### src/rtl/masked_3stage_rand_sched_pkg.sv
// rtl/masked_3stage_rand_sched_pkg.sv - HPC3 randomness budget per inverter stage
package aes128_package;

    // Independent share pairs; HPC3 draws a fixed number of fresh bits per pair and stage.
    function automatic int hpc3_pairs(input int num_shares);
        return num_shares * (num_shares - 1) / 2;
    endfunction

    function automatic int stage_1_hpc3_randoms(input int num_shares);
        return 8 * hpc3_pairs(num_shares);
    endfunction

    function automatic int stage_2_hpc3_randoms(input int num_shares);
        return 4 * hpc3_pairs(num_shares);
    endfunction

    function automatic int stage_3_hpc3_randoms(input int num_shares);
        return 16 * hpc3_pairs(num_shares);
    endfunction

    function automatic int rand_total(input int num_shares);
        return stage_1_hpc3_randoms(num_shares) + stage_2_hpc3_randoms(num_shares)
             + stage_3_hpc3_randoms(num_shares);
    endfunction

endpackage

### src/rtl/masked_3stage_rand_sched_fifo.sv
// rtl/masked_3stage_rand_sched_fifo.sv - synchronous random-word FIFO with level and flush
module masked_rand_fifo #(
    parameter int WIDTH = 8,
    parameter int DEPTH = 4
) (
    input  logic                     clk_i,
    input  logic                     rst_i,
    input  logic                     flush_i,
    input  logic                     wr_valid_i,
    input  logic [WIDTH-1:0]         wr_data_i,
    output logic                     wr_ready_o,
    input  logic                     rd_en_i,
    output logic [WIDTH-1:0]         rd_data_o,
    output logic [$clog2(DEPTH):0]   level_o
);
    localparam int AW = $clog2(DEPTH);
    localparam logic [AW:0] FULL_LVL = (AW+1)'(DEPTH);
    localparam logic [AW:0] ONE_LVL  = (AW+1)'(1);

    logic [WIDTH-1:0] mem_q [DEPTH];
    logic [AW-1:0]    wr_ptr_q, wr_ptr_d, rd_ptr_q, rd_ptr_d;
    logic [AW:0]      level_q, level_d;
    logic             wr_fire, rd_fire;

    assign rd_fire    = rd_en_i && (level_q != '0) && !flush_i;
    // A pop frees the head slot this cycle, so a full FIFO can still take a word.
    assign wr_ready_o = (level_q != FULL_LVL) || rd_fire;
    assign wr_fire    = wr_valid_i && wr_ready_o && !flush_i;
    assign rd_data_o  = mem_q[rd_ptr_q];
    assign level_o    = level_q;

    always_comb begin
        wr_ptr_d = wr_ptr_q;
        rd_ptr_d = rd_ptr_q;
        level_d  = level_q;
        if (flush_i) begin
            wr_ptr_d = '0;
            rd_ptr_d = '0;
            level_d  = '0;
        end else begin
            if (wr_fire) wr_ptr_d = wr_ptr_q + 1'b1;
            if (rd_fire) rd_ptr_d = rd_ptr_q + 1'b1;
            if (wr_fire && !rd_fire) level_d = level_q + ONE_LVL;
            if (!wr_fire && rd_fire) level_d = level_q - ONE_LVL;
        end
    end

    always_ff @(posedge clk_i) begin
        if (rst_i) begin
            wr_ptr_q <= '0;
            rd_ptr_q <= '0;
            level_q  <= '0;
        end else begin
            wr_ptr_q <= wr_ptr_d;
            rd_ptr_q <= rd_ptr_d;
            level_q  <= level_d;
        end
    end

    always_ff @(posedge clk_i) begin
        if (wr_fire) mem_q[wr_ptr_q] <= wr_data_i;
    end

endmodule

### src/rtl/masked_3stage_rand_sched.sv
// rtl/masked_3stage_rand_sched.sv - random-word scheduler for 3-stage HPC3 inverter (opt. MASKED_RAND_SCHED_CNT_EN)
module masked_3stage_rand_sched
    import aes128_package::*;
#(
    parameter int NUM_SHARES = 2,
    parameter int FIFO_DEPTH = 4,
    localparam int R1 = stage_1_hpc3_randoms(NUM_SHARES),
    localparam int R2 = stage_2_hpc3_randoms(NUM_SHARES),
    localparam int R3 = stage_3_hpc3_randoms(NUM_SHARES),
    localparam int RAND_TOTAL = R1 + R2 + R3,
    localparam int LW = $clog2(FIFO_DEPTH) + 1
) (
    input  logic                  in_clock,
    input  logic                  in_reset,
    input  logic [RAND_TOTAL-1:0] in_rand,
    input  logic                  in_rand_valid,
    output logic                  out_rand_ready,
    input  logic                  in_flush,
    input  logic                  in_op_valid,
    output logic                  out_op_ready,
    output logic [2:0]            out_stage_en,
    output logic [R1-1:0]         out_random_s1,
    output logic [R2-1:0]         out_random_s2,
    output logic [R3-1:0]         out_random_s3,
    output logic                  out_result_valid,
`ifdef MASKED_RAND_SCHED_CNT_EN
    output logic [31:0]           out_op_count,
    output logic [31:0]           out_starve_count,
`endif
    output logic [LW-1:0]         out_fifo_level
);
    logic [RAND_TOTAL-1:0] head;
    logic                  admit;
    logic [1:0]            v_q, v_d;
    logic                  res_q, res_d;
    logic [R1-1:0]         s1_q, s1_d;
    logic [R2-1:0]         s2_q, s2_d;
    logic [R3-1:0]         s3_pipe_q, s3_pipe_d, s3_q, s3_d;

    masked_rand_fifo #(.WIDTH(RAND_TOTAL), .DEPTH(FIFO_DEPTH)) u_fifo (
        .clk_i      (in_clock),
        .rst_i      (in_reset),
        .flush_i    (in_flush),
        .wr_valid_i (in_rand_valid),
        .wr_data_i  (in_rand),
        .wr_ready_o (out_rand_ready),
        .rd_en_i    (admit),
        .rd_data_o  (head),
        .level_o    (out_fifo_level)
    );

    assign out_op_ready     = (out_fifo_level != '0) && !in_flush;
    assign admit            = in_op_valid && out_op_ready;
    assign out_stage_en     = {v_q, admit};
    assign out_result_valid = res_q;
    // Stage 1 consumes its slice in the admit cycle, straight off the FIFO head.
    assign out_random_s1    = admit ? head[R1-1:0] : s1_q;
    assign out_random_s2    = s2_q;
    assign out_random_s3    = s3_q;

    always_comb begin
        v_d       = {v_q[0], admit};
        res_d     = v_q[1];
        s1_d      = admit ? head[R1-1:0] : s1_q;
        s2_d      = admit ? head[R1+R2-1:R1] : s2_q;
        s3_pipe_d = admit ? head[RAND_TOTAL-1:R1+R2] : s3_pipe_q;
        s3_d      = v_q[0] ? s3_pipe_q : s3_q;
    end

    always_ff @(posedge in_clock) begin
        if (in_reset) begin
            v_q       <= '0;
            res_q     <= 1'b0;
            s1_q      <= '0;
            s2_q      <= '0;
            s3_pipe_q <= '0;
            s3_q      <= '0;
        end else begin
            v_q       <= v_d;
            res_q     <= res_d;
            s1_q      <= s1_d;
            s2_q      <= s2_d;
            s3_pipe_q <= s3_pipe_d;
            s3_q      <= s3_d;
        end
    end

`ifdef MASKED_RAND_SCHED_CNT_EN
    logic [31:0] op_cnt_q, op_cnt_d, starve_cnt_q, starve_cnt_d;

    always_comb begin
        op_cnt_d     = op_cnt_q;
        starve_cnt_d = starve_cnt_q;
        if (in_flush) begin
            op_cnt_d     = '0;
            starve_cnt_d = '0;
        end else begin
            if (admit && (op_cnt_q != '1)) op_cnt_d = op_cnt_q + 32'd1;
            if (in_op_valid && !out_op_ready && (starve_cnt_q != '1))
                starve_cnt_d = starve_cnt_q + 32'd1;
        end
    end

    always_ff @(posedge in_clock) begin
        if (in_reset) begin
            op_cnt_q     <= '0;
            starve_cnt_q <= '0;
        end else begin
            op_cnt_q     <= op_cnt_d;
            starve_cnt_q <= starve_cnt_d;
        end
    end

    assign out_op_count     = op_cnt_q;
    assign out_starve_count = starve_cnt_q;
`endif

endmodule

### config.mk
export PLATFORM = sky130hd
export DESIGN_NAME = masked_3stage_rand_sched
export DESIGN_NICKNAME = d
export VERILOG_FILES = /design/src/rtl/masked_3stage_rand_sched_pkg.sv /design/src/rtl/masked_3stage_rand_sched_fifo.sv /design/src/rtl/masked_3stage_rand_sched.sv
export SDC_FILE = /design/constraint.sdc
export NUM_CORES = 1
export LEC_CHECK = 0
export CAP_MARGIN = 20
export CORE_MARGIN = 4
export CORE_UTILIZATION = 30
export DETAILED_ROUTE_END_ITERATION = 6
export SETUP_SLACK_MARGIN = 0.4
export SYNTH_ARGS = -nofsm -noshare
export SYNTH_HDL_FRONTEND = slang
export SYNTH_HIERARCHICAL = 1
export SYNTH_SLANG_ARGS = --single-unit
### constraint.sdc
create_clock -name in_clock -period 4 [get_ports in_clock]
set_input_delay 0.4 -clock in_clock [delete_from_list [all_inputs] [get_ports in_clock]]
set_output_delay 0.4 -clock in_clock [all_outputs]
set_load 0.02 [all_outputs]
Fig. 1: run 1, wire density map
The die is cut into 31 by 31 equal tiles; white is low, dark blue is high, scaled to the fullest tile. Values are wire area over tile area, all layers added.
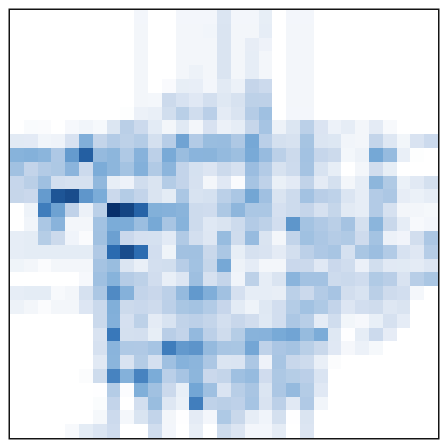
mean over tiles = 0.080
densest ninth of the die = middle left
emptiest ninth of the die = upper right
tiles over half the peak = 3.5%
fullest tile = 0.49
via count: 3382
total routed wirelength: 12.35 mm
WL/cell: 16.33 µm

Fig. 2: run 1, the clock network
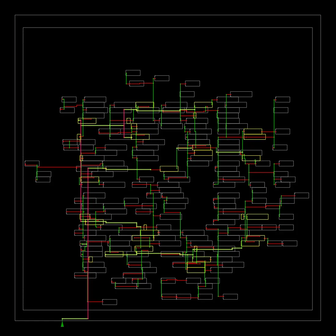
number of sinks on the clock net: 168
flop count: 168

==> metrics.sh, run 1 <==
CTS_BUFFER_DEPTH=2
TOP_CELL_AREA_SHARE=0.5116
MIN_DELAY_PATH_DEPTH=2
SYNTHDOMINANTAREACELLTYPE='edfxtp_1'
CRIT_TYPE='flop to output pin'
END_KIND='output pin'
MIN-DELAY-START='in_reset'
FILLERS=1954
PINS_OVER_SLEW_LIMIT=0
SYNTHSIMPLEGATEAREAFRAC=0.08660
POST-CTS-SETUP-BUFFER-COUNT=0
TIMING.FINAL.WS_SETUP_NS=1.024
TIMING.REG2REG.WORST_PATH_DEPTH=11
MULTIINPUTGATEAREA_MM2=0.001919
DETAILED_PLACE_HPWL_MM=7.817
FINALNONFILLERCELLS=756
POWER_REPORT.INTERNAL_TOTAL_mW=3.012
FINALWEIGHTEDCONGESTION=0.6688
ANTENNA_FOUND_INITIAL=2
DRTANTENNAVIOLNETS=0
FINAL_DESIGN_AREA_NO_FILL_MM2=0.008133
PLACED_CELLS_INCL_TAPS=724
N_ALL_INVERTERS=9
YOSYS-DOMINANT-COMB-FAMILY='multiplexers'
DR.PASS1.ITERS=4
WL_MET2_MM=6.530
SEQUENTIALPOWERSHARE=0.508
TAPS=275
CLOCK_BUFFER_COUNT=25
SYN-NUM-NETS=437
POST_SYNTH_INST_COUNT=398
CELL_AREA_SYNTH_MM2=0.006574
TOP_CELLS_BY_AREA='edfxtp_1 51%, dfxtp_1 17%, mux4_2 9.6%'
CLOCK_TREE_AREA_FRACTION=0.07631
STATUS='finished clean'
ASYNC_FLOP_SHARE=0
NUMBER_OF_ENABLE_FLIP_FLOP_CELLS=112
MET3WIRELENGTH_UM=622
UTILIZATION=0.3821
SLEW_HEADROOM=0.4497
GRT_FIRST_PASS_WIRELENGTH_MM=19.51
GRT.OVERFLOW.TOTAL=0
CLKTRANSATPATHREGS_NS=0.06
TIMING.CRITICAL_PATH.SLOWEST_CELL_DELAY_NS=0.71
POST_SYNTH_AO_OA_AREA_FRACTION=0.008755
SLEW_AT_THE_PIN_CLOSEST_TO_ITS_MAX_SLEW_LIMIT_NS=0.8254
Fig. 3: run 1, I/O pins on the die edge
The bar under the picture is 50 µm long. Pins as bars across the die edge, other pins in grey.
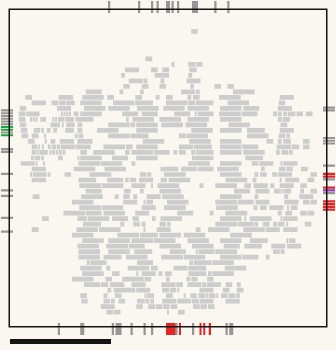
red -> out_random_s3  # pins 16, direction output, edge 9 bottom, 7 right
purple -> out_result_valid  # pins 1, direction output, edge right
green -> out_fifo_level  # pins 3, direction output, edge left
all pins by edge = 24 bottom, 17 left, 16 right, 13 top
horizontal die size: 156.0 µm
quantity of I/O buffers inserted on ports: 69
Die Y: 156.0 µm

Fig. 4: run 1, zoomed window
The bar under the picture is 5 µm long. Region (68, 99) to (88, 119) µm. Cells in grey, sequential cells in the stronger grey; small squares are vias.
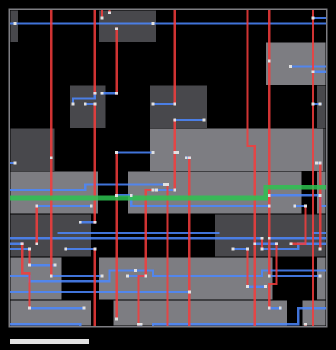

## Run 2: what changed since run 1
clock period = 2.4 ns   (was 4 ns; I/O delays follow)
Fig. 5: run 2, zoomed window
The bar under the picture is 5 µm long. Region (68, 99) to (88, 119) µm. Cells in grey, sequential cells in the stronger grey; small squares are vias.
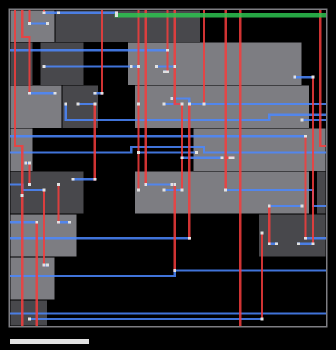
red -> metal 2
blue -> metal 1
green -> metal 3
cells with their middle in the window = 10
netlist names of flops here include = u_fifo/mem_q (4)
most frequent = edfxtp_1 (4), mux4_2 (2)
sequential cells in the window = 4

==> metrics.sh, run 2 <==
STATUS='finished clean'
DR.PASS1.ITERS=5
ANTENNA_FOUND_INITIAL=1
POST_SYNTH_AO_OA_AREA_FRACTION=0.008755
VIA_COUNT=3675
POST-CTS-SETUP-BUFFER-COUNT=14
DETAILED_PLACE_HPWL_MM=8.293
CHIPWIDTH_UM=156.0
END_KIND='flop'
DRT-TOTAL-WL_MM=14.39
TAPS=275
TIMING.CRITICAL_PATH.SLOWEST_CELL_DELAY_NS=0.36
POWER_REPORT.INTERNAL_TOTAL_mW=4.751
PINS_OVER_SLEW_LIMIT=0
TIMING.FINAL.WS_SETUP_NS=0.1503
SLEW_AT_THE_PIN_CLOSEST_TO_ITS_MAX_SLEW_LIMIT_NS=0.8075
POST_SYNTH_INST_COUNT=398
SYN-NUM-NETS=437
CTS_NUM_SINKS=168
MET3WIRELENGTH_UM=594
SYNTHDOMINANTAREACELLTYPE='edfxtp_1'
SYNTHSIMPLEGATEAREAFRAC=0.08660
CLOCK_BUFFER_COUNT=18
CLOCK_TREE_AREA_FRACTION=0.06525
UTILIZATION=0.4180
GRT.OVERFLOW.TOTAL=0
ASYNC_FLOP_SHARE=0
FINAL_DESIGN_AREA_NO_FILL_MM2=0.008897
YOSYS_MOST_USED_DFF='edfxtp_1'
NUMBER_OF_ENABLE_FLIP_FLOP_CELLS=112
FILLERS=1915
FINALNONFILLERCELLS=817
WL_MET2_MM=7.269
DRTANTENNAVIOLNETS=0
MIN-DELAY-START='in_reset'
TIMING.REG2REG.WORST_PATH_DEPTH=12
N_ALL_INVERTERS=9
GRT_FIRST_PASS_WIRELENGTH_MM=20.98
CRITPATHLAUNCHTYPE='flop'
YOSYS-DOMINANT-COMB-FAMILY='multiplexers'
CTS_BUFFER_DEPTH=2
PLACED_CELLS_INCL_TAPS=751
TOP_CELL_AREA_SHARE=0.5116
SEQUENTIALPOWERSHARE=0.519
FINALWEIGHTEDCONGESTION=0.6953
FLOPS=168
CRIT_TYPE='flop to flop'
SLEW_HEADROOM=0.4616
LAYOUT.CELLS.LARGEST_CLASS='flip-flops and latches'
TOP_CELLS_BY_AREA='edfxtp_1 51%, dfxtp_1 17%, mux4_2 9.6%'
Fig. 6: run 2, gate families picked out
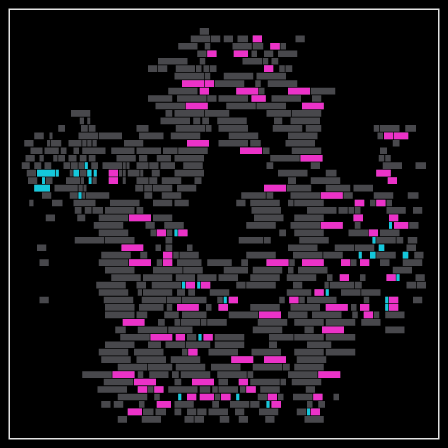

## Run 3: what changed since run 2
CORE_MARGIN = 2   (was 4)
Fig. 7: run 3, gate families picked out
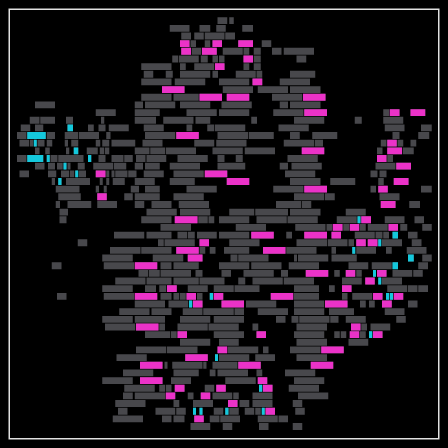
magenta -> multiplexers  # cells 82, most used mux2i_1
cyan -> NOR gates  # cells 29, most used nor2_1, where widely spread
number of non-filler instances in the completed layout: 813
fraction of area in multi-input gates: 0.2229
highest-count logic cell in the final layout: edfxtp_1

==> metrics.sh, run 3 <==
STATUS='finished clean'
TIMING.FINAL.WS_SETUP_NS=0.1885
CTS_BUFFER_DEPTH=2
CLOCK_BUFFER_COUNT=18
DETAILED_PLACE_HPWL_MM=8.175
DIE_Y_UM=152.0
WL_MET2_MM=6.733
SYNTHSIMPLEGATEAREAFRAC=0.08660
VIA_COUNT=3613
YOSYS-DOMINANT-COMB-FAMILY='multiplexers'
ROUTEDWLPERCELL_UM=16.73
POST_SYNTH_AO_OA_AREA_FRACTION=0.008755
END_KIND='flop'
DRTANTENNAVIOLNETS=0
CHIPWIDTH_UM=152.0
CTS_NUM_SINKS=168
MIN_DELAY_PATH_DEPTH=2
UTILIZATION=0.4112
FINAL_DESIGN_AREA_NO_FILL_MM2=0.008919
CRITPATHLAUNCHTYPE='flop'
ANTENNA_FOUND_INITIAL=2
LAYOUT.CELLS.LARGEST_CLASS='flip-flops and latches'
TOP_CELL_AREA_SHARE=0.5116
POST-CTS-SETUP-BUFFER-COUNT=9
PLACED_CELLS_INCL_TAPS=753
GRT.OVERFLOW.TOTAL=0
TIMING.CRITICAL_PATH.SLOWEST_CELL_DELAY_NS=0.36
MET3WIRELENGTH_UM=666
SLEW_AT_THE_PIN_CLOSEST_TO_ITS_MAX_SLEW_LIMIT_NS=0.5967
CLOCK_TREE_AREA_FRACTION=0.06720
MULTIINPUTGATEAREA_MM2=0.001988
SYN-NUM-NETS=437
TIMING.REG2REG.WORST_PATH_DEPTH=12
POWER_REPORT.INTERNAL_TOTAL_mW=4.912
FINALWEIGHTEDCONGESTION=0.7353
